**config.mk**
```make
export PLATFORM = sky130hd
export DESIGN_NAME = rename_rat
export DESIGN_NICKNAME = d
export VERILOG_FILES = /design/src/rtl/rename_rat.sv
export SDC_FILE = /design/constraint.sdc
export NUM_CORES = 1
export LEC_CHECK = 0
export ABC_AREA = 1
export CAP_MARGIN = 20
export CORE_MARGIN = 3
export CORE_UTILIZATION = 45
export DETAILED_ROUTE_END_ITERATION = 8
export PLACE_DENSITY = 0.75
export SYNTH_ARGS = -nofsm -noshare
export SYNTH_HDL_FRONTEND = slang
export SYNTH_SLANG_ARGS = --single-unit
```
**constraint.sdc**
```tcl
create_clock -name clk -period 2.38 [get_ports clk]
set_clock_uncertainty 0.15 [all_clocks]
set_input_delay 0.595 -clock clk [delete_from_list [all_inputs] [get_ports clk]]
set_output_delay 0.595 -clock clk [all_outputs]
set_load 0.05 [all_outputs]
```
**src/rtl/rename_rat.sv**
```systemverilog
// Register rename: speculative RAT plus retirement RAT, one instruction per cycle.
// Sources read the RAT before the destination update, so no intra-instruction bypass is needed.
module rename_rat #(
  parameter int PHYS_REG_BITS = 6,
  parameter int ARCH_REGS     = 32
) (
  input  logic                     clk,
  input  logic                     rst,
  input  logic                     in_valid,
  output logic                     in_ready,
  input  logic [4:0]               in_rs1_a,
  input  logic [4:0]               in_rs2_a,
  input  logic [4:0]               in_rd_a,
  input  logic                     in_rd_we,
  input  logic                     fl_avail,
  input  logic [PHYS_REG_BITS-1:0] fl_head,
  output logic                     fl_pop,
  output logic                     out_valid,
  input  logic                     out_stall,
  output logic [PHYS_REG_BITS-1:0] out_rs1_p,
  output logic [PHYS_REG_BITS-1:0] out_rs2_p,
  output logic [PHYS_REG_BITS-1:0] out_rd_p,
  output logic [PHYS_REG_BITS-1:0] out_old_rd_p,
  output logic                     out_rd_we,
  input  logic                     commit_valid,
  input  logic [4:0]               commit_rd_a,
  input  logic [PHYS_REG_BITS-1:0] commit_rd_p,
  output logic                     free_push,
  output logic [PHYS_REG_BITS-1:0] free_data,
  input  logic                     flush
);

  typedef logic [PHYS_REG_BITS-1:0] ptag_t;

  ptag_t rat  [ARCH_REGS];
  ptag_t rrat [ARCH_REGS];

  logic fire;
  logic alloc;
  logic commit_en;

  assign in_ready  = ~rst & ~flush & (~out_valid | ~out_stall) &
                     (fl_avail | ~in_rd_we | (in_rd_a == 5'd0));
  assign fire      = in_valid & in_ready;
  assign alloc     = fire & in_rd_we & (in_rd_a != 5'd0);
  assign fl_pop    = alloc;
  assign commit_en = ~rst & commit_valid & (commit_rd_a != 5'd0);
  assign free_push = commit_en;
  assign free_data = rrat[commit_rd_a];

  // Entry 0 is never written, so x0 stays mapped to tag 0 in both tables.
  always_ff @(posedge clk) begin
    if (rst) begin
      for (int i = 0; i < ARCH_REGS; i++) rrat[i] <= PHYS_REG_BITS'(i);
    end else if (commit_en) begin
      rrat[commit_rd_a] <= commit_rd_p;
    end
  end

  // Flush restores from the post-commit RRAT so a same-cycle commit is not lost.
  always_ff @(posedge clk) begin
    if (rst) begin
      for (int i = 0; i < ARCH_REGS; i++) rat[i] <= PHYS_REG_BITS'(i);
    end else if (flush) begin
      for (int i = 0; i < ARCH_REGS; i++) begin
        rat[i] <= (commit_en && (commit_rd_a == 5'(i))) ? commit_rd_p : rrat[i];
      end
    end else if (alloc) begin
      rat[in_rd_a] <= fl_head;
    end
  end

  always_ff @(posedge clk) begin
    if (rst) begin
      out_valid    <= 1'b0;
      out_rs1_p    <= '0;
      out_rs2_p    <= '0;
      out_rd_p     <= '0;
      out_old_rd_p <= '0;
      out_rd_we    <= 1'b0;
    end else if (flush) begin
      out_valid <= 1'b0;
    end else if (fire) begin
      out_valid    <= 1'b1;
      out_rs1_p    <= rat[in_rs1_a];
      out_rs2_p    <= rat[in_rs2_a];
      out_rd_p     <= alloc ? fl_head : '0;
      out_old_rd_p <= alloc ? rat[in_rd_a] : '0;
      out_rd_we    <= alloc;
    end else if (~out_stall) begin
      out_valid <= 1'b0;
    end
  end

endmodule

```
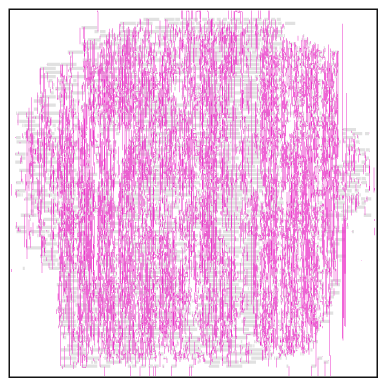
(metal 2)
Scale: 1.5 px per micron.
The layer carries 42.9 mm of wire. The longest straight run is 100 microns. 3055 nets have wire on it.
total number of vias: 27500
M2 GR Usage: 0.484

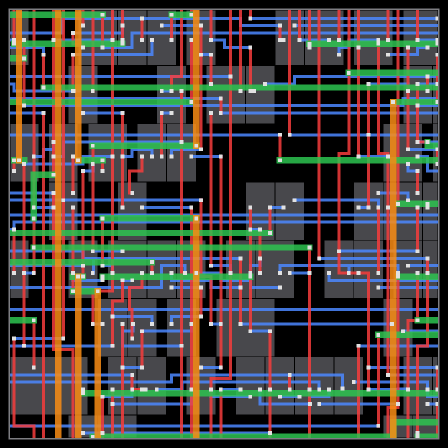
(zoomed window)
Region (173, 173) to (193, 193) microns. Cells in gray, sequential cells in the stronger gray; small squares are vias.
Key: metal 2 = red; metal 1 = blue; metal 4 = orange; metal 3 = green
48 logic cells have their middle in the window. Most frequent: nand2_1 (19), nor2_1 (9), nand3_1 (8). Sequential cells in the window: 0.

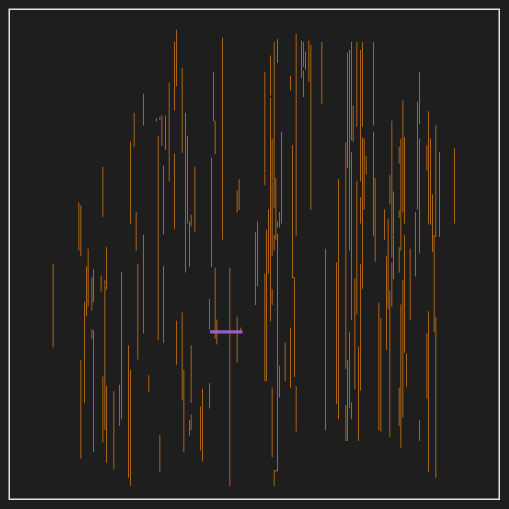
(signal wires by layer)
Scale: 2 px per micron. Only two layers are drawn.
Key: metal 5 = purple [wire length 14.7 microns]; metal 4 = orange [wire length 6600 microns]
GRT Total Usage: 0.341
routed wire length: 105000 microns

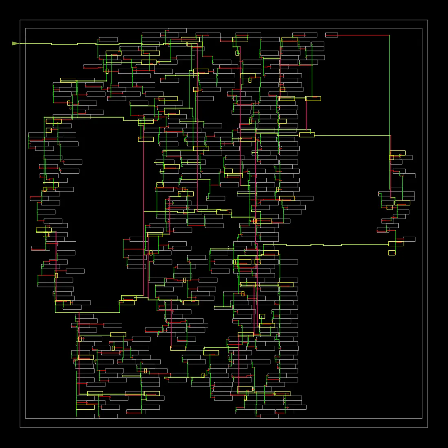
(clock routing)
CTS Buf Count: 45
CTS Sinks: 410

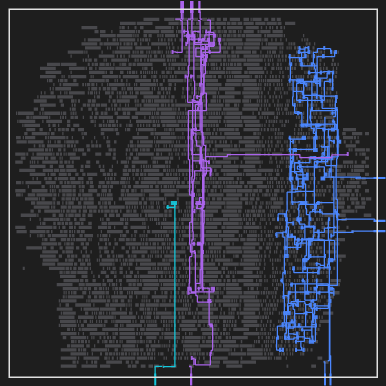
(I/O nets highlighted)
Scale: 1.5 px per micron.
Key: `fl_head` = purple [bits 6, direction input, end cells 62, wire 1610 microns]; `in_rs1_a` = blue [bits 5, direction input, end cells 193, wire 2490 microns]; `flush` = cyan [bits 1, direction input, end cells 2, wire 136 microns]
Port Buffer Count: 74
num ports: 75

==> ci_impl_report.md <==
## Implementation flow summary

| Metric | Value |
|---|---|
| Outcome | `finished, violations left` |
| Failing checks | `negative setup slack` |
| Flop Count | `410` |
| Die height | `244 microns` |
| CTS H-tree depth | `2` |
| MI comb cells | `2547` |
| P_comb | `0.00353 W` |
| Type of origin of the critical path | `input port` |
| Buf+Inv Stages, Crit Path | `6` |
| Largest regs | `rat: 192 flops, rrat: 192 flops` |
| Post-synth ARST share | `0` |
| Total die size | `59700 sq um` |
| Sw Pwr | `0.00567 W` |
| Seq share, synth | `0.472` |
| Worst setup margin | `-0.464 ns` |
| Number of cells in Yosys stat | `3504` |
| Non-clk invs | `314` |
| Placed cell areas | `30300 sq um` |
| # setup viols final | `8` |
| Clock power frac | `0.368` |
Power is estimated from default activity; no workload was simulated.
